==> run_1/met1.png <==
Supply wires on this layer in grey.
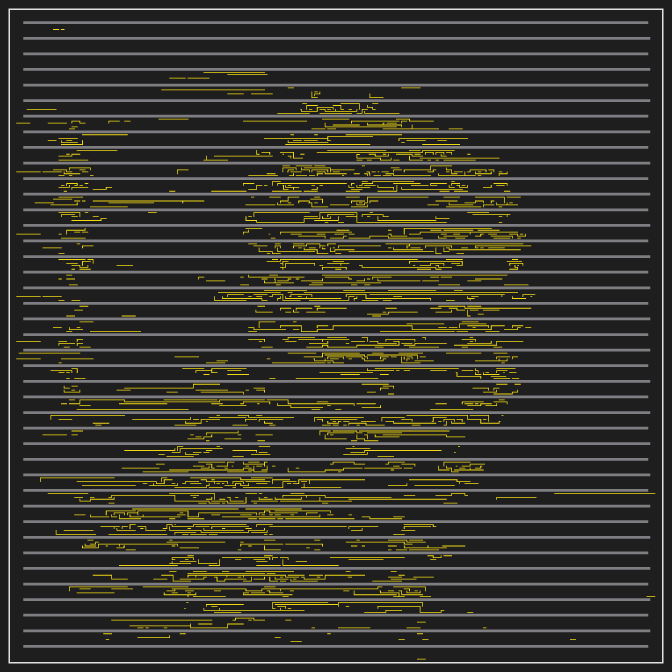
==> run_1/met4.png <==
Bar = 20 µm. Supply wires on this layer in grey. Cells faint in the background.
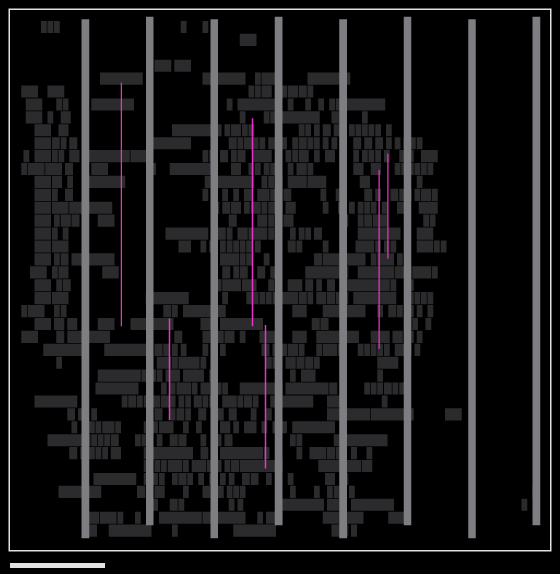
==> run_1/density.png <==
The die is cut into 11 by 11 equal tiles; white is low, dark blue is high, 0 to 100% covered.
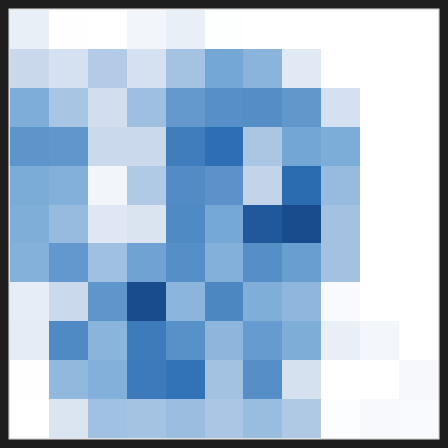
==> run_1/final_congestion.png <==
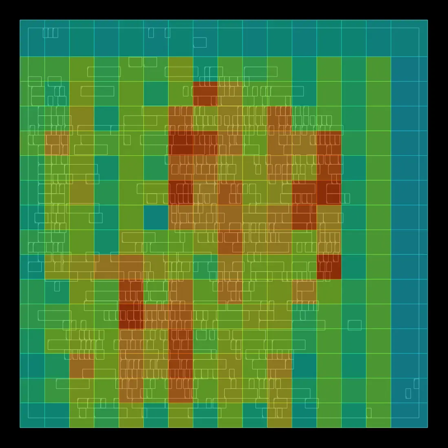
==> src/rtl/rgb2raw_bayer_mosaic_if.sv <==
// rgb2raw_bayer_mosaic_if: RGB line stream in, Bayer raw line stream plus error flags out
interface rgb2raw_bayer_mosaic_if #(
   parameter int DATA_WIDTH = 8
);
   logic [DATA_WIDTH-1:0] r_data;
   logic [DATA_WIDTH-1:0] g_data;
   logic [DATA_WIDTH-1:0] b_data;
   logic                  rgb_valid;
   logic                  rgb_sop;
   logic                  rgb_eop;
   logic [DATA_WIDTH-1:0] raw_data;
   logic                  raw_valid;
   logic                  raw_sop;
   logic                  raw_eop;
   logic                  sop_err;
   logic                  eop_err;
   logic                  len_err;
   logic [15:0]           err_cnt;
   modport master (
      output r_data, g_data, b_data, rgb_valid, rgb_sop, rgb_eop,
      input  raw_data, raw_valid, raw_sop, raw_eop, sop_err, eop_err, len_err, err_cnt
   );
   modport slave (
      input  r_data, g_data, b_data, rgb_valid, rgb_sop, rgb_eop,
      output raw_data, raw_valid, raw_sop, raw_eop, sop_err, eop_err, len_err, err_cnt
   );
endinterface

==> src/rtl/rgb2raw_bayer_mosaic.sv <==
// rgb2raw_bayer_mosaic: re-mosaics RGB lines into a Bayer raw stream; RGB2RAW_ERR_CNT_EN adds a saturating error counter
module rgb2raw_bayer_mosaic #(
   parameter int DATA_WIDTH    = 8,
   parameter int LINE_PIXELS   = 1280,
   parameter int FRAME_LINES   = 720,
   parameter int BAYER_PATTERN = 0
) (
   input  logic                  clk,
   input  logic                  reset_n,
   rgb2raw_bayer_mosaic_if.slave bus
);
   typedef enum logic [1:0] {S_IDLE, S_LINE, S_GAP} state_t;
   localparam logic [15:0] LAST_LINE = 16'(FRAME_LINES - 1);
   localparam logic [15:0] LINE_LEN  = 16'(LINE_PIXELS);
   state_t                state;
   logic [15:0]           col_cnt;
   logic [15:0]           line_cnt;
   logic                  in_line;
   logic                  sop_v;
   logic                  eop_v;
   logic                  accept;
   logic                  abort;
   logic                  eop_bad;
   logic                  len_bad;
   logic [15:0]           col_eff;
   logic [15:0]           line_eff;
   logic [15:0]           line_nxt;
   logic [1:0]            phase;
   logic [DATA_WIDTH-1:0] sample;
   function automatic logic [15:0] line_inc(input logic [15:0] l);
      return (l == LAST_LINE) ? 16'd0 : l + 16'd1;
   endfunction
   // An abort advances the line before the new sop beat, so that beat already sees the next line's parity.
   always_comb begin
      in_line  = state == S_LINE;
      sop_v    = bus.rgb_valid & bus.rgb_sop;
      eop_v    = bus.rgb_valid & bus.rgb_eop;
      accept   = sop_v | (bus.rgb_valid & in_line);
      abort    = sop_v & in_line;
      col_eff  = sop_v ? 16'd0 : col_cnt;
      line_eff = abort ? line_inc(line_cnt) : line_cnt;
      line_nxt = eop_v ? line_inc(line_eff) : line_eff;
      eop_bad  = eop_v & ~sop_v & ~in_line;
      len_bad  = accept & eop_v & (col_eff + 16'd1 != LINE_LEN);
      // Every pattern is RGGB with the (line, column) phase flipped by the pattern code.
      phase    = {line_eff[0], col_eff[0]} ^ 2'(BAYER_PATTERN);
      sample   = (phase == 2'd0) ? bus.r_data : (phase == 2'd3) ? bus.b_data : bus.g_data;
   end
   always_ff @(posedge clk or negedge reset_n) begin
      if (!reset_n) begin
         state         <= S_IDLE;
         col_cnt       <= '0;
         line_cnt      <= '0;
         bus.raw_data  <= '0;
         bus.raw_valid <= 1'b0;
         bus.raw_sop   <= 1'b0;
         bus.raw_eop   <= 1'b0;
         bus.sop_err   <= 1'b0;
         bus.eop_err   <= 1'b0;
         bus.len_err   <= 1'b0;
      end else begin
         state         <= sop_v ? (bus.rgb_eop ? S_GAP : S_LINE) : (in_line & eop_v) ? S_GAP : state;
         if (accept) begin
            col_cnt  <= col_eff + 16'd1;
            line_cnt <= line_nxt;
         end
         bus.raw_data  <= accept ? sample : '0;
         bus.raw_valid <= accept;
         bus.raw_sop   <= sop_v;
         bus.raw_eop   <= accept & eop_v;
         bus.sop_err   <= abort;
         bus.eop_err   <= eop_bad;
         bus.len_err   <= len_bad;
      end
   end
`ifdef RGB2RAW_ERR_CNT_EN
   logic [15:0] err_cnt_q;
   always_ff @(posedge clk or negedge reset_n) begin
      if (!reset_n)
         err_cnt_q <= '0;
      else if ((abort | eop_bad | len_bad) && err_cnt_q != 16'hFFFF)
         err_cnt_q <= err_cnt_q + 16'd1;
   end
   assign bus.err_cnt = err_cnt_q;
`else
   assign bus.err_cnt = '0;
`endif
endmodule

==> src/flat_wrapper.sv <==
// flat-port wrapper written by rule: the top's interface ports become plain ports
module rgb2raw_bayer_mosaic_flat 
#(
   parameter int DATA_WIDTH    = 8,
   parameter int LINE_PIXELS   = 1280,
   parameter int FRAME_LINES   = 720,
   parameter int BAYER_PATTERN = 0
)
  (clk, reset_n, bus_r_data, bus_g_data, bus_b_data, bus_rgb_valid, bus_rgb_sop, bus_rgb_eop, bus_raw_data, bus_raw_valid, bus_raw_sop, bus_raw_eop, bus_sop_err, bus_eop_err, bus_len_err, bus_err_cnt);
  rgb2raw_bayer_mosaic_if #(.DATA_WIDTH(DATA_WIDTH)) bus_i ();
  input  logic clk;
  input  logic reset_n;
  input wire logic [$bits(bus_i.r_data)-1:0] bus_r_data;
  input wire logic [$bits(bus_i.g_data)-1:0] bus_g_data;
  input wire logic [$bits(bus_i.b_data)-1:0] bus_b_data;
  input wire logic [$bits(bus_i.rgb_valid)-1:0] bus_rgb_valid;
  input wire logic [$bits(bus_i.rgb_sop)-1:0] bus_rgb_sop;
  input wire logic [$bits(bus_i.rgb_eop)-1:0] bus_rgb_eop;
  output wire logic [$bits(bus_i.raw_data)-1:0] bus_raw_data;
  output wire logic [$bits(bus_i.raw_valid)-1:0] bus_raw_valid;
  output wire logic [$bits(bus_i.raw_sop)-1:0] bus_raw_sop;
  output wire logic [$bits(bus_i.raw_eop)-1:0] bus_raw_eop;
  output wire logic [$bits(bus_i.sop_err)-1:0] bus_sop_err;
  output wire logic [$bits(bus_i.eop_err)-1:0] bus_eop_err;
  output wire logic [$bits(bus_i.len_err)-1:0] bus_len_err;
  output wire logic [$bits(bus_i.err_cnt)-1:0] bus_err_cnt;
  assign bus_i.r_data = bus_r_data;
  assign bus_i.g_data = bus_g_data;
  assign bus_i.b_data = bus_b_data;
  assign bus_i.rgb_valid = bus_rgb_valid;
  assign bus_i.rgb_sop = bus_rgb_sop;
  assign bus_i.rgb_eop = bus_rgb_eop;
  assign bus_raw_data = bus_i.raw_data;
  assign bus_raw_valid = bus_i.raw_valid;
  assign bus_raw_sop = bus_i.raw_sop;
  assign bus_raw_eop = bus_i.raw_eop;
  assign bus_sop_err = bus_i.sop_err;
  assign bus_eop_err = bus_i.eop_err;
  assign bus_len_err = bus_i.len_err;
  assign bus_err_cnt = bus_i.err_cnt;
  rgb2raw_bayer_mosaic #(.DATA_WIDTH(DATA_WIDTH), .LINE_PIXELS(LINE_PIXELS), .FRAME_LINES(FRAME_LINES), .BAYER_PATTERN(BAYER_PATTERN)) u_core (.clk(clk), .reset_n(reset_n), .bus(bus_i));
endmodule
==> config.mk <==
export PLATFORM = sky130hd
export DESIGN_NAME = rgb2raw_bayer_mosaic_flat
export DESIGN_NICKNAME = d
export VERILOG_FILES = /design/src/rtl/rgb2raw_bayer_mosaic_if.sv /design/src/rtl/rgb2raw_bayer_mosaic.sv /design/src/flat_wrapper.sv
export SDC_FILE = /design/constraint.sdc
export NUM_CORES = 1
export LEC_CHECK = 0
export ABC_AREA = 1
export CAP_MARGIN = 40
export CORE_MARGIN = 2
export CORE_UTILIZATION = 30
export CTS_CLUSTER_SIZE = 30
export DETAILED_ROUTE_END_ITERATION = 7
export SYNTH_ARGS = -nofsm -noshare
export SYNTH_HDL_FRONTEND = slang
export SYNTH_SLANG_ARGS = --single-unit
==> constraint.sdc <==
create_clock -name clk -period 4.8 [get_ports clk]
set_input_delay 0.96 -clock clk [delete_from_list [all_inputs] [get_ports clk]]
set_output_delay 0.96 -clock clk [all_outputs]
set_load 0.02 [all_outputs]
==> reports/results.ini, run 1 <==
[critical_path]
worst-r2r-setup-slack_ns = 2.43
end_kind = flip-flop
crit_start = bus_rgb_valid
worstSetupPathType = input pin to flip-flop
endpoint = u_core.line_cnt[8]$_DFFE_PN0P_
crit_slowest_cell = clkdlybuf4s50_1
worstPathArrival_ns = 3.56
critPathRequiredTime_ns = 4.97

[die]
ios = 59
placementRows = 40
die_x_um = 113.7

[global_routing]
grt_pass1_vias = 3204
antenna_found_initial = 0
grt_max_degree = 49

[finish]
final_common_cell = nand2_1
num-clock-buffers = 5
comb_area_share_pct = 48.20
clk_share_pct = 3.239
nNonClkBuffers = 45
ff_count = 48
fillers = 1244
fin_area_um2 = 4249
seq_area_um2 = 1201
logic_area_um2 = 2048

[route]
drt.antenna.violating_nets = 0
drtPass1Iterations = 4
drtIter0Drc = 230
drc = 0
drt-wirelength-per-cell_um = 12.38

[place]
place_congestion = 0.9066
dpl.hpwl_um = 6858
portBuffers = 42

[power]
finalPower_mw = 1.683

[clock_tree]
numCtsBuffers = 5
root_buffer = clkbuf_16
cts-resized-gates = 0
holdBufCountCts = 0
clock.latency.late_pin_ns = 0.30

[sta]
max_freq_mhz = 295.3
setup_viol = 0
hold_violations = 0
maxSlewHeadroom_pct = 49.37

[synthesis]
edf_count = 0
top_area_share_pct = 33.25
synth_xor_xnor_area_share_pct = 3.879
synth-simple-area-share_pct = 42.09
postSynthAreaPerCell_um2 = 6.714
compound_area_share_pct = 7.690
post-synth-top-count-cell = nand2_1
syn_inst = 538

[flow_run]
warning_count = 27
maxCapViolations = 0

[hold_path]
hp-start = u_core.col_cnt[11]$_DFFE_PN0P_
min_path_cells = 2

[run_status]
status = completed

Notes on met1.png above:
- wire length on this layer: 4130 µm
- longest straight run: 37.3 µm
DR vias: 3468
met1 GRT Util: 19.19%
final WL: 8972 µm

Notes on met4.png above:
- nets with wire on the layer: 5
- wire length on this layer: 205 µm
- main direction: vertical
- longest straight run: 51.0 µm

Notes on density.png above:
- tiles over 75% full: 3.3%
- mean over tiles: 31%
- densest ninth of the die: centre
- fullest tile: 89%
- nearly empty tiles: 24%
Finished Core Util: 35.82%
Core Area: 11860 µm²
fp util: 30.45%

Notes on final_congestion.png above:
GRT busiest layer: met2
GR Util met3: 2.869%

## run 1: power by group
| part | leakage [nW] | switching, mW | internal [mW] |
|---|---|---|---|
| Sequential | 0.636 | 0.118 | 0.506 |
| Combinational | 1.28 | 0.473 | 0.238 |
| Clock | 0.0657 | 0.159 | 0.190 |
## run 1: metal layers
layer  global-route usage [%]  vias up  part of all wire [%]
met4                    5.610        0                   2.3
met5                        0        -                     0
met1                    19.19     1594                    46
met3                    2.869       14                   5.8
met2                    23.67       97                    46
li1                         -     1763                     -
==> run_1/cell_classes.png <==
Bar = 20 µm. Fill, decap, tap and diode cells in grey.
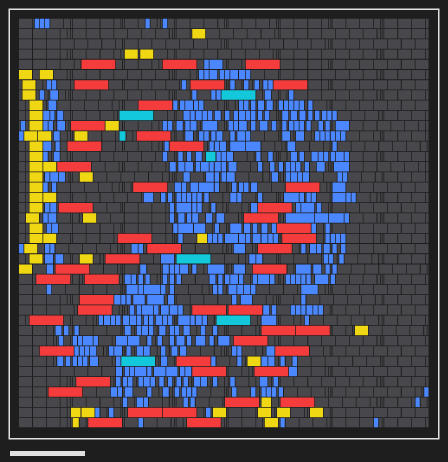

==> inputs of run 2 (changes only) <==
clock period = 3 ns   (was 4.8 ns; I/O delays follow)
==> run_2/cell_classes.png <==
Bar = 20 µm. Fill, decap, tap and diode cells in grey.
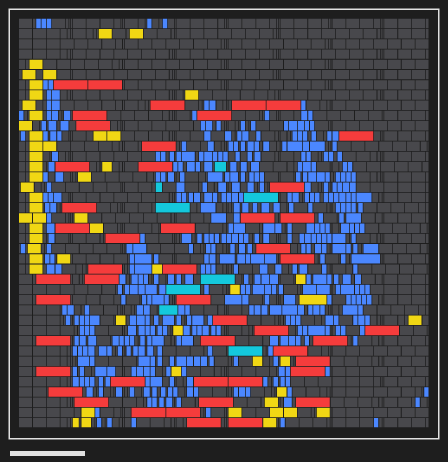
- blue: all other logic (cells 478; share of their area 55%)
- red: flip-flops (cells 48; share of their area 29%)
- cyan: clock drivers and dummy loads (cells 8; share of their area 3.7%)
- yellow: other buffers and delay cells (cells 54; share of their area 12%)
row count: 40
Finished Core Util: 36.62%
sequential share of cell area: 27.65%

==> reports/results.ini, run 2 <==
[power]
finalPower_mw = 2.759  ; +64%
sw_frac_of_total_pct = 44.23  ; -0.30 points
switching_power_mw = 1.220  ; +63%
seq_power_share_pct = 36.3  ; -0.7 points
clk-power_mw = 0.593  ; +70%
combPwrFrac_pct = 42.2  ; about the same
p_comb_mw = 1.17  ; +64%
p_int_mw = 1.539  ; +65%
top_power_group = combinational logic

[critical_path]
crit_start = bus_rgb_valid
critPathRequiredTime_ns = 3.18  ; -1.79 ns
endpoint = u_core.line_cnt[7]$_DFFE_PN0P_
crit_slowest_cell = clkdlybuf4s50_1
worstSetupPathType = input pin to flip-flop
end_kind = flip-flop

[global_routing]
grt_pass1_vias = 3488  ; +8.9%
antenna_found_initial = 0  ; unchanged
grt-busiest-layer = met2
grt_use_met2_pct = 26.23  ; +2.6 points
grt_max_degree = 49  ; unchanged

[route]
dr_wl_met2_um = 4485  ; +9.0%
met3WireLength_um = 582  ; +11%
drt-wirelength-per-cell_um = 12.69  ; +2.5%
met1_length_um = 4118  ; -0.24%
drtPass1Iterations = 5  ; +1
drt.antenna.violating_nets = 0  ; unchanged
highest_layer = met4
drc = 0  ; unchanged

[flow_run]
maxCapViolations = 0  ; unchanged

[finish]
nNonClkBuffers = 54  ; +20%
fillers = 1241  ; -0.24%
ff_count = 48  ; unchanged
num-clock-buffers = 6  ; +1
final_common_cell = nand2_1
clk_share_pct = 3.514  ; +0.27 points
seq_area_um2 = 1201  ; unchanged

[clock_tree]
root_buffer = clkbuf_16
numCtsBuffers = 5  ; unchanged
cts-resized-gates = 0  ; unchanged
clock.latency.late_pin_ns = 0.29  ; about the same

[die]
floorplanUtilization_pct = 30.45  ; unchanged
core_um2 = 11860  ; unchanged
ios = 59  ; unchanged

[place]
dpl.hpwl_um = 7379  ; +7.6%
portBuffers = 42  ; unchanged
place_congestion = 0.8882  ; -2.0%

[sta]
hold_violations = 0  ; unchanged
max_freq_mhz = 377.4
setup_viol = 0  ; unchanged

[synthesis]
edf_count = 0  ; unchanged
syn_inst = 538  ; unchanged
top_area_share_pct = 33.25  ; unchanged

[run_status]
status = completed

==> run_2/met1.png <==
Supply wires on this layer in grey.
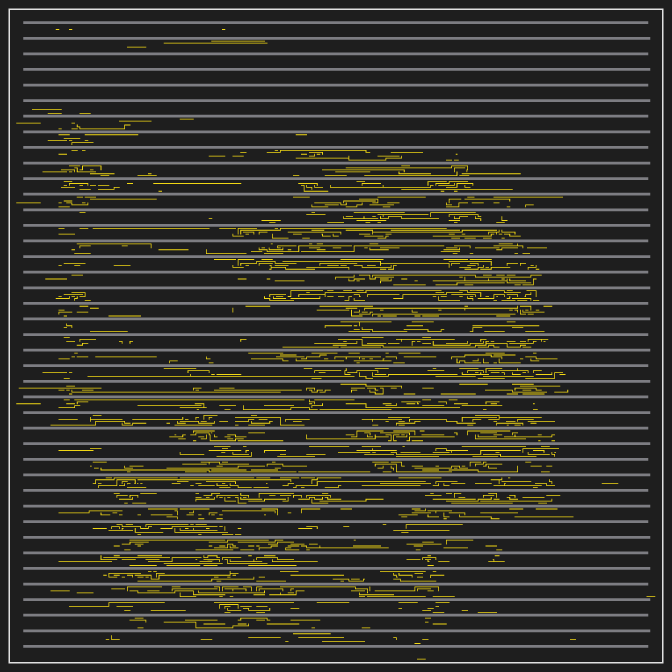
- main direction: horizontal
- nets with wire on the layer: 557
- wire length on this layer: 4120 µm
final WL: 9327 µm
DR vias: 3536
met1 GRT Util: 18.82%

[run 2: cell counts after synthesis]
Identical to the previous run, type by type.
[run 2: cells by family (layout without fill, tap and decap cells)]
| kind of cell | count (synthesis) | in the layout | share of synthesized area (%) |
|---|---|---|---|
| XOR/XNOR | 16 | 16 | 3.880 |
| adder cells (fa/ha/maj) | 4 | 4 | 1.386 |
| AND/OR/NAND/NOR | 327 | 327 | 42.09 |
| AND-OR/OR-AND | 51 | 51 | 7.689 |
| flip-flops | 48 | 48 | 33.25 |
| other | 1 | 16 | 0.1038 |
| buffers and inverters | 91 | 126 | 11.60 |
[run 2: stage by stage]
step	std cells	cell area, µm²
CTS	735	4344
finish	735	4344
global placement	727	4192
detailed placement	727	4192
global route	735	4344
floorplan	553	3669
==> run_2/port_nets.png <==
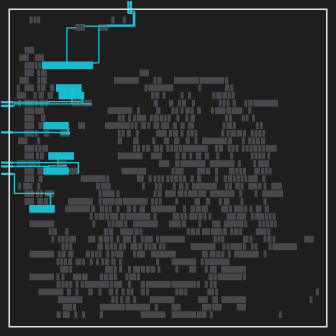

==> inputs of run 3 (changes only) <==
CORE_UTILIZATION = 49   (was 30)
PLACE_DENSITY = 0.77   (was default)
==> run_3/port_nets.png <==
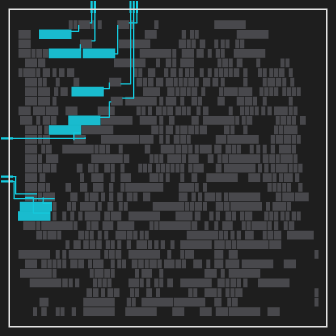
- cyan: `bus_raw_data` (bits 8; direction output; end cells 8; wire 165 µm)
# IOs: 59
PortBufs: 42

==> run_3/final_congestion.png <==
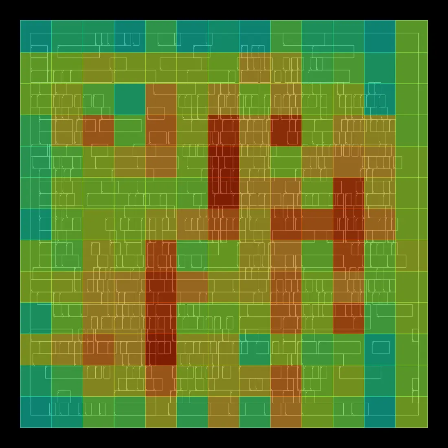
met1 GRT Util: 29.94%
Total GRT Usage: 22.34%
detailed-route wire length per cell: 12.86 µm
Finished Core Util: 58.90%

==> reports/results.ini, run 3 <==
[global_routing]
grt_max_degree = 49  ; unchanged
antenna_found_initial = 0  ; unchanged
grt_pass1_vias = 3314  ; -5.0%

[place]
dp_cells = 678  ; -6.7%
place_area_um2 = 4111  ; -1.9%
place_congestion = 0.9480  ; +6.7%
dpl.hpwl_um = 6945  ; -5.9%

[synthesis]
synth-simple-area-share_pct = 42.09  ; unchanged
ys_top_logic_family = simple AND/OR/NAND/NOR gates
mux_area_share_pct = 0  ; unchanged
yosys.area_share.adder_pct = 1.386  ; unchanged
compound_area_share_pct = 7.690  ; unchanged
edf_count = 0  ; unchanged
syn_inst = 538  ; unchanged
yosysWarningCount = 0
top_area_share_pct = 33.25  ; unchanged

[route]
vias = 3503  ; -0.93%
met1_length_um = 3986  ; -3.2%
highest_layer = met4
drt.antenna.violating_nets = 0  ; unchanged
drtPass1Iterations = 5  ; unchanged
routed_wl_um = 8823  ; -5.4%
met3WireLength_um = 484  ; -17%
dr_wl_met2_um = 4267  ; -4.9%
drc = 0  ; unchanged

[finish]
final_common_cell = nand2_1
synthToLayoutAreaGrowth_pct = 17.63
nNonClkBuffers = 53  ; -1.9%
seq_area_um2 = 1201  ; unchanged
buf_share_pct = 11.72
ff_count = 48  ; unchanged
fin_cells = 686  ; -6.7%
fillers = 694  ; -44%
num-clock-buffers = 5  ; -1
fin_area_um2 = 4249  ; -2.2%
clk_share_pct = 3.239  ; -0.27 points

[clock_tree]
numCtsBuffers = 5  ; unchanged
clock.latency.late_pin_ns = 0.31  ; +0.02 ns
root_buffer = clkbuf_8
cts-resized-gates = 0  ; unchanged

[flow_run]
maxCapViolations = 0  ; unchanged

[sta]
setup_viol = 0  ; unchanged
maxSlewHeadroom_pct = 59.23
max_freq_mhz = 386.0  ; +2.3%

[die]
placementRows = 31  ; -23%
core_um2 = 7214  ; -39%
die_y_um = 89.86
floorplanUtilization_pct = 50.07  ; +20 points
die-area_um2 = 8075

[critical_path]
crit_slowest_cell = clkdlybuf4s50_1
worstSetupPathType = input pin to flip-flop
crit_start = bus_rgb_valid
critPathRequiredTime_ns = 3.20  ; +0.02 ns
cp_top_family = simple AND/OR/NAND/NOR gates
end_kind = flip-flop
endpoint = u_core.bus.len_err$_DFF_PN0_

[run_status]
status = completed

[power]
power.leakage_nw = 2.020
powerDensity_nw_per_um2 = 641.3

## run 3: cell counts after synthesis
No cell type changed its count.
## run 3: kinds of logic (layout without fill, tap and decap cells)
group	count (synthesis)	after routing
simple gates	327	327
buf+inv	91	125
compound gates	51	51
flops	48	48
xor+xnor	16	16
fa+ha+maj	4	4
other cells	1	16
## run 3: where the power goes
group	internal [mW]	switching [mW]	leakage, nW
combinational	0.393	0.763	1.32
sequential	0.808	0.187	0.636
clock	0.336	0.238	0.0687
total	1.54	1.19	2.02
## run 3: metal layers
layer / vias to the layer above / track usage, %
li1: 1776 / -
met1: 1620 / 29.94
met2: 101 / 38.38
met3: 6 / 3.269
met4: 0 / 5.256
met5: - / 0
Power is estimated from default activity; no workload was simulated.
